`src/rtl/irq_ctrl.sv`:
```
// Interrupt controller: synchronises, latches and masks external lines, requests the core,
// delivers the winning vector on ack and blocks further requests until end-of-interrupt.
module irq_ctrl #(
    parameter int unsigned NUM_IRQ      = 8,
    parameter logic [15:0] SPURIOUS_NUM = 16'h00FF
) (
    input  logic               I_clk,
    input  logic               I_reset_n,
    input  logic [NUM_IRQ-1:0] I_irq_lines,
    input  logic               I_irq_ack,
    input  logic               I_eoi,
    input  logic               I_cfg_write,
    input  logic [1:0]         I_cfg_addr,
    input  logic [15:0]        I_cfg_data,
    output logic               O_irq_active,
    output logic               O_vector_valid,
    output logic [15:0]        O_irq_number,
    output logic [NUM_IRQ-1:0] O_pending,
    output logic               O_in_service
);

    localparam int unsigned NUM_W = 16;

    typedef enum logic [1:0] {
        ST_IDLE,
        ST_REQUEST,
        ST_VECTOR,
        ST_SERVICE
    } state_t;

    state_t state, next_state;

    logic [NUM_IRQ-1:0] sync1, sync2, prev;
    logic [NUM_IRQ-1:0] pending, mask, edge_mode;
    logic [NUM_IRQ-1:0] cfg_bits, rise, mask_view, clr_cfg, pend_pre, eligible;
    logic [NUM_IRQ-1:0] win_hot, ack_clr, pending_nxt;
    logic [NUM_W-1:0]   win_num, num_c;
    logic               wr_mask, wr_edge, wr_clr, take;
    logic               cfg_data_unused;

    assign cfg_bits        = I_cfg_data[NUM_IRQ-1:0];
    assign cfg_data_unused = &I_cfg_data;
    assign wr_mask         = I_cfg_write && (I_cfg_addr == 2'd0);
    assign wr_edge         = I_cfg_write && (I_cfg_addr == 2'd1);
    assign wr_clr          = I_cfg_write && (I_cfg_addr == 2'd2);

    // Eligibility sees this cycle's mask write / pending clear and fresh edges, so the
    // request leaves together with the pending bit and a racing clear can win over an ack.
    assign rise      = sync2 & ~prev;
    assign mask_view = wr_mask ? cfg_bits : mask;
    assign clr_cfg   = wr_clr ? cfg_bits : '0;
    assign pend_pre  = (edge_mode & ((pending & ~clr_cfg) | rise)) | (~edge_mode & sync2);
    assign eligible  = pend_pre & ~mask_view;

    // Lowest set index wins.
    always_comb begin
        win_hot = '0;
        win_num = '0;
        for (int unsigned i = 0; i < NUM_IRQ; i++) begin
            if (eligible[i] && (win_hot == '0)) begin
                win_hot[i] = 1'b1;
                win_num    = NUM_W'(i);
            end
        end
    end

    assign num_c       = (|eligible) ? win_num : SPURIOUS_NUM;
    assign ack_clr     = take ? (win_hot & edge_mode) : '0;
    assign pending_nxt = (edge_mode & ((pending & ~clr_cfg & ~ack_clr) | rise))
                       | (~edge_mode & sync2);

    always_ff @(posedge I_clk or negedge I_reset_n) begin
        if (!I_reset_n) begin
            sync1     <= '0;
            sync2     <= '0;
            prev      <= '0;
            pending   <= '0;
            mask      <= '1;
            edge_mode <= '1;
        end else begin
            sync1   <= I_irq_lines;
            sync2   <= sync1;
            prev    <= sync2;
            pending <= pending_nxt;
            if (wr_mask) mask <= cfg_bits;
            if (wr_edge) edge_mode <= cfg_bits;
        end
    end

    always_ff @(posedge I_clk or negedge I_reset_n) begin
        if (!I_reset_n) state <= ST_IDLE;
        else            state <= next_state;
    end

    always_comb begin
        next_state = state;
        take       = 1'b0;
        case (state)
            ST_IDLE: begin
                if (|eligible) next_state = ST_REQUEST;
            end
            ST_REQUEST: begin
                if (I_irq_ack) begin
                    take       = 1'b1;
                    next_state = ST_VECTOR;
                end else if (!(|eligible)) begin
                    next_state = ST_IDLE;
                end
            end
            ST_VECTOR:  next_state = ST_SERVICE;
            ST_SERVICE: begin
                if (I_eoi) next_state = ST_IDLE;
            end
            default:    next_state = ST_IDLE;
        endcase
    end

    // Outputs registered from the next state so they line up with the state register.
    always_ff @(posedge I_clk or negedge I_reset_n) begin
        if (!I_reset_n) begin
            O_irq_active   <= 1'b0;
            O_vector_valid <= 1'b0;
            O_irq_number   <= '0;
            O_in_service   <= 1'b0;
        end else begin
            O_irq_active   <= (next_state == ST_REQUEST);
            O_vector_valid <= (next_state == ST_VECTOR);
            O_irq_number   <= take ? num_c : '0;
            O_in_service   <= (next_state == ST_SERVICE);
        end
    end

    assign O_pending = pending;

endmodule

```
`config.mk`:
```
export PLATFORM = sky130hd
export DESIGN_NAME = irq_ctrl
export DESIGN_NICKNAME = d
export VERILOG_FILES = /design/src/rtl/irq_ctrl.sv
export SDC_FILE = /design/constraint.sdc
export NUM_CORES = 1
export LEC_CHECK = 0
export ABC_CLOCK_PERIOD_IN_PS = 2750
export CELL_PAD_IN_SITES_DETAIL_PLACEMENT = 2
export CELL_PAD_IN_SITES_GLOBAL_PLACEMENT = 2
export CORE_UTILIZATION = 34
export CTS_CLUSTER_SIZE = 25
export DETAILED_ROUTE_END_ITERATION = 10
export PLACE_DENSITY = 0.87
export SYNTH_ARGS = -nofsm -noshare
export SYNTH_HDL_FRONTEND = slang
export SYNTH_SLANG_ARGS = --single-unit
```
`constraint.sdc`:
```
create_clock -name I_clk -period 2.75 [get_ports I_clk]
set_clock_uncertainty 0.05 [all_clocks]
set_input_delay 0.55 -clock I_clk [delete_from_list [all_inputs] [get_ports I_clk]]
set_output_delay 0.55 -clock I_clk [all_outputs]
set_load 0.01 [all_outputs]
```
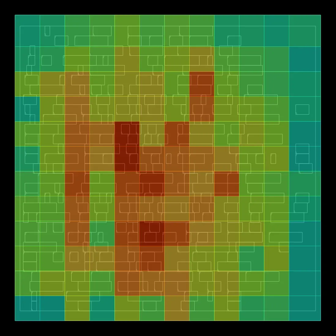
(run_1/congestion.png)
total track usage: 19.7%
detailed-route wire length per cell: 19.4 um

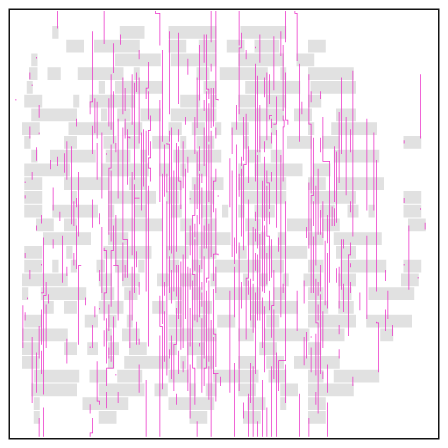
(run_1/layer_met2.png)
Cells faint in the background.
longest straight run: 34.3 um
nets with wire on the layer: 253
wire length on this layer: 3330 um
main direction: vertical
share of all routed wire: 53%

==> impl_metrics.toml, run 1 <==
# yosys + openroad results
[outcome]
outcome = "completed"

[layout]
stdcell_count = 323
design_area_mm2 = 0.00306
drive_gt1_share_pct = 24.8
diodes = 0
fin_nets = 272
fin_util_pct = 47.4
syn_to_final_growth_pct = 31.8

[sta]
holdWs_ps = 293
finalSetupTns_ps = 0
slew_headroom_pct = 52.7
slew_violations = 0
tightestPinTransition_ps = 709
hold_violations = 0
min_period_ps = 2590
rsz0062_at_grt = "false"
post-route-period-util_pct = 94.3
fmax_mhz = 386
finalWorstSetupSlack_ps = 156
setup_violations = 0

[grt]
grt_pass1_wl_um = 10200
antenna_found_initial = 0
grt_overflow = 0
grt_pass1_vias = 1909
grt_max_degree = 58

[detailed_routing]
drt_iter0_markers = 45
post-route-drc-count = 0
drt-vias-per-instance = 5.04
num_vias = 1629
wl_um = 6260
first_pass_iters = 4
antenna_left = 0

[yosys]
edf_count = 0
ys_seq_share_pct = 62.3
synthArstFlopShare_pct = 100
top_cells_by_count = "41 x dfrtp_1, 16 x dfstp_2, 16 x nand2_1"
yosysTopAreaCell = "dfrtp_1"
topCombFamilyByArea = "AND-OR/OR-AND gates"
synth.cell_area_mm2 = 0.00232
synth_cell_type_count = 39
area_leaders = "dfrtp_1 44%, dfstp_2 18%, buf_4 4.5%"
mux_share_pct = 7.32
ys_sh_aoi_pct = 12.2
yosys.area_share.simple_pct = 11.0
ff_type = "dfrtp_1"
ys_sh_xor_pct = 0
yosys_area_mm2 = 0.00232
syn_inst = 180
avgSynthCellArea_um2 = 12.9
ys.flops = 57
ys_warn_count = 0
adder_share_pct = 0
yosys.area.top_type_share_pct = 44.2
post-synth-top-count-cell = "dfrtp_1"
ys_cells = 180

[power_and_ir_drop]
p_per_area_mw_per_mm2 = 807
p_comb_share_pct = 23.1
comb_power_w = 0.000571
pg_clk_w = 0.000834
pg_seq_w = 0.00107
p_int_w = 0.00180
p_switching_w = 0.000676
power.share.sequential_pct = 43.2
top_power_group = "sequential cells"
p_clk_share_pct = 33.7
peakVddDrop_v = 0.000438
power.leakage_nw = 1.36
switching_share_pct = 27.3
p_total_w = 0.00247

[die]
fp_util_pct = 36.0
chipWidth_um = 84.7
design.core.area_mm2 = 0.00646
ioPinCount = 58
fp-row-count = 29
dieHeight_um = 84.7
dieArea_mm2 = 0.00717

[clock_network]
cts_max_level = 3
cts_buffer_depth = 2
clock-sinks = 57
postCtsSetupBuffers = 0
insertion_delay_ps = 340
cts_root_buf = "clkbuf_8"
post_cts_resized = 0
cts_tree = "yes"
cts_made_buffers = 9
cts_hold_buf = 0
clk_pin_slew_ps = 60

[placement]
gp_congestion = 0.790
numPortBuffers = 41
place_area_mm2 = 0.00286
dp_hpwl_um = 4520
dp_slack_ps = -170
dp.cells = 307

[setup_path]
critPathKind = "primary input to register"
crit_required_ps = 2930
worstPathMaxFanout = 6
rrSetupSlack_ps = 620
worstReg2RegStart = "edge_mode[4]"
r2r-end = "state[0]"
r2r_cells = 6
arrival_ps = 2780
critPathCaptureType = "register"
start_kind = "primary input"

[flow_run]
drv_cap = 0
openroad.warnings = 34

[hold_path]
whs_endpoint = "sync2[1]"
min_path_cells = 0
worstHoldStart = "sync1[1]"
hp-class = "register to register"
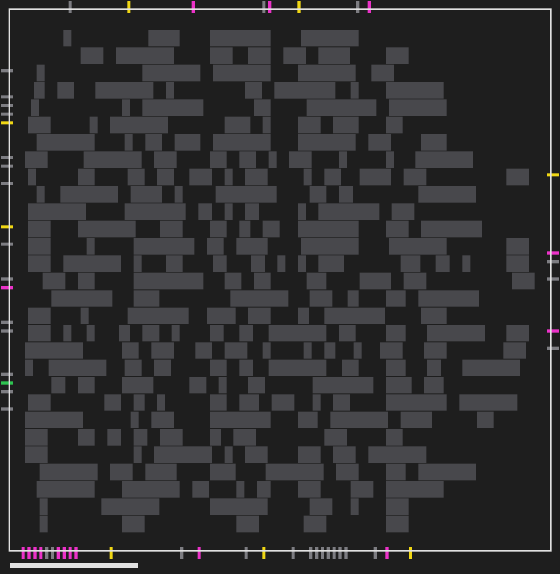
(run_1/io_placement.png)
Bar = 20 um. Pins as bars across the die edge, other pins in grey.
[green] `I_eoi` | pins: 1 | direction: input | edge: left
[magenta] `I_cfg_data` | pins: 16 | direction: input | edge: 10 bottom, 3 top, 2 right, 1 left
[yellow] `I_irq_lines` | pins: 8 | direction: input | edge: 3 bottom, 2 left, 2 top, 1 right
all pins by edge: 26 bottom, 18 left, 8 top, 6 right

[run 1: registers in the layout, summed over array words and instances (netlist names)]
name and count:
O_irq_number 4, sync2 8, state 2, O_irq_active 1, mask 8, edge_mode 8, O_pending 8, prev 8
O_vector_valid 1, sync1 8, O_in_service 1
[run 1: worst max-delay path: stages]
cell,delay [ps]
clkdlybuf4s50_1,510
buf_4,210
nand4b_1,180
a31o_2,300
a222oi_1,400
buf_4,220
nand4_1,190
a21o_1,220
[run 1: worst max-delay path by stage]
stage,startpoint,endpoint,slack [ps]
6_report,I_cfg_addr[0],state[0],160
3_5_place_dp,I_cfg_addr[0],O_pending[5],-170
3_3_place_gp,I_cfg_addr[0],state[0],30
4_1_cts,I_cfg_addr[0],state[0],190
5_1_grt,I_cfg_addr[0],state[0],120
2_1_floorplan,I_cfg_addr[1],O_pending[4],530
[run 1: cells in the final DEF (no fill, tap or decap), drive strengths merged, types with 3 or more instances in the layout]
cell	instances
a21boi	7
nand4b	3
and2	4
clkbuf	13
nand4	3
a21o	5
inv	10
dfrtp	41
nor2	4
dfstp	16
and4b	5
mux2i	8
nand2	16
o21bai	4
buf	19
a31oi	3
mux2	8
clkdlybuf4s50	40
conb	8
[run 1: area by class of cell]
cell class	instances	area, um^2
repair buffers	59	541
clock buffers	13	139
fillers	661	3400
well taps	77	96.3
clock inverters	3	65.1
inverters	10	37.5
flip-flops and latches	57	1450
multi-input cells	104	738
[run 1: logic make-up after synthesis]
family / Yosys count
flip-flops: 57
AND/OR/NAND/NOR: 43
multiplexers: 16
AND-OR/OR-AND: 37
other: 1
buffers and inverters: 26
[run 1: routing by layer]
layer  part of all wire [%]  global-route usage (%)
met1                     40                    21.8
met2                     53                    33.6
met3                    5.4                    7.28
met4                    1.9                    9.40
met5                      0                       0
==> run 1 -> run 2 <==
SETUP_SLACK_MARGIN = 0.02   (was unset)
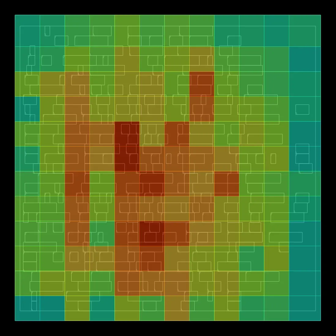
(run_2/congestion.png)
global routing usage on met1: 21.8%
post-layout util: 47.4%
grt met2 use: 33.6%

==> run 2 against run 1 <==
  * Fmax did not move
  * Sequential power about the same
  * Clock power about the same
  * Area after synthesis is the same
  * Design area did not move
  * Via count did not move
  * Critical path depth unchanged
  * Register-to-register slack hardly changed
  * Worst setup slack unchanged
  * First-iteration DRC count did not move
  * Count of clock-buffer cells in the layout stayed put
  * Routed wire length stayed put
==> impl_metrics.toml, run 2 <==
# yosys + openroad results
[outcome]
outcome = "completed"

[setup_path]
critPathKind = "primary input to register"
crit_required_ps = 2930
critPathCaptureType = "register"
worstReg2RegStart = "edge_mode[4]"
start_kind = "primary input"

[die]
fp_util_pct = 36.0
chipWidth_um = 84.7
ioPinCount = 58
dieHeight_um = 84.7
dieArea_mm2 = 0.00717

[power_and_ir_drop]
peakVddDrop_v = 0.000438
p_per_area_mw_per_mm2 = 807
power.leakage_nw = 1.36

[clock_network]
cts_buffer_depth = 2
cts_made_buffers = 9
cts_hold_buf = 0
post_cts_resized = 0
insertion_delay_ps = 340

[detailed_routing]
first_pass_iters = 4
antenna_left = 0
num_vias = 1629
wl_um = 6260
drt-vias-per-instance = 5.04
wl_per_cell_um = 19.4

[layout]
diodes = 0
stdcell_count = 323
fin_nets = 272
layout_top_cells = "41 x dfrtp_1, 40 x clkdlybuf4s50_1, 18 x buf_4"
lay_top_count = "dfrtp_1"

[placement]
numPortBuffers = 41
gp_congestion = 0.790
dp_slack_ps = -170
dp.cells = 307
dp_hpwl_um = 4520

[sta]
holdWs_ps = 293
fmax_mhz = 386
setup_violations = 0
hold_violations = 0
rsz0062_at_grt = "false"
slew_violations = 0
min_period_ps = 2590
tightestPinTransition_ps = 709
slew_headroom_pct = 52.7
finalWorstSetupSlack_ps = 156
post-route-period-util_pct = 94.3
finalSetupTns_ps = 0

[grt]
grt_overflow = 0
antenna_found_initial = 0
grt_pass1_vias = 1909
grt_pass1_wl_um = 10200
grtUsageTotal_pct = 19.7

[yosys]
ff_type = "dfrtp_1"
synthArstFlopShare_pct = 100
synth.cell_area_mm2 = 0.00232
avgSynthCellArea_um2 = 12.9
synth_cell_type_count = 39
syn_inst = 180
ys_seq_share_pct = 62.3
ys_warn_count = 0
area_leaders = "dfrtp_1 44%, dfstp_2 18%, buf_4 4.5%"
ys.flops = 57
ys_cells = 180
yosys_area_mm2 = 0.00232
top_cells_by_count = "41 x dfrtp_1, 16 x dfstp_2, 16 x nand2_1"

[flow_run]
drv_cap = 0

[hold_path]
hp-class = "register to register"
worstHoldStart = "sync1[1]"
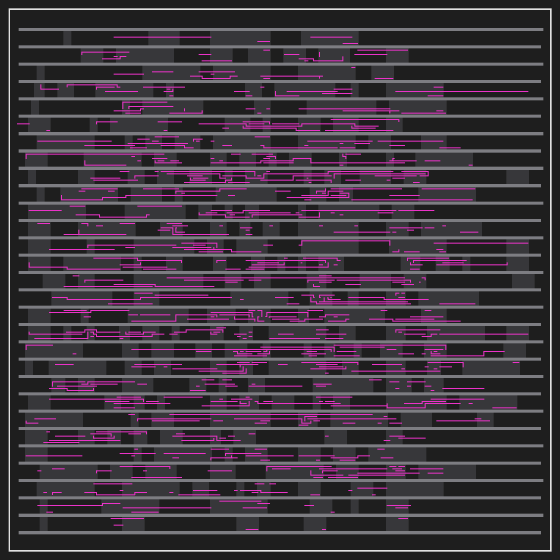
(run_2/layer_met1.png)
Supply wires on this layer in grey. Cells faint in the background.
main direction: horizontal
share of all routed wire: 40%
nets with wire on the layer: 229
wire length on this layer: 2480 um

==> run 2: cell counts in the layout (fill, tap and decap cells not counted) <==
No cell type changed its count.
==> run 2: worst paths after layout <==
path,end,slack (ps),cells past startpoint
max reg2reg,state[0],620,6
max in group asynchronous,prev[2],1880,2
min in group asynchronous,prev[1],300,2
min,sync2[1],290,0
min reg2reg,sync2[1],290,0
max,state[0],160,8
==> run 2: stage by stage <==
step	utilization [%]	area (um^2)
after global placement	44.3	2860
after floorplan	-	2350
after global routing	47.4	3060
after detailed placement	44.3	2860
after CTS	47.4	3060
final	47.4	3060
==> run 2: cell families (layout without fill, tap and decap cells) <==
group	Yosys count	after routing	synth area share (%)
compound gates	37	37	12.2
buf+inv	26	85	7.11
mux	16	16	7.32
flops	57	57	62.3
other cells	1	8	0.161
simple gates	43	43	11.0
==> run 2: layer usage <==
layer  up-vias  global-route usage [%]  wire length (um)
met5         -                       0                 0
met4         0                    9.40               119
met1       832                    21.8              2480
li1        741                       -                 -
met2        42                    33.6              3330
met3        14                    7.28               340
==> run 2: worst max-delay path, stage by stage <==
cell and delay (ps):
clkdlybuf4s50_1 510, buf_4 210, nand4b_1 180, a31o_2 300, a222oi_1 400, buf_4 220
nand4_1 190, a21o_1 220
==> run 2: layout make-up <==
type | instances | area (um^2) | area share (%)
inverter | 10 | 37.5 | 1.23
tap | 77 | 96.3 | 3.15
timing repair buffer | 59 | 541 | 17.6
clock buffer | 13 | 139 | 4.53
clock inverter | 3 | 65.1 | 2.12
multi-input combinational | 104 | 738 | 24.1
sequential | 57 | 1450 | 47.2
==> run 2: where the power goes <==
part           switching [W]  internal [W]
clock network       0.000324      0.000510
logic               0.000283      0.000288
registers          0.0000691      0.000999
total               0.000676       0.00180
Power is estimated from default activity; no workload was simulated.
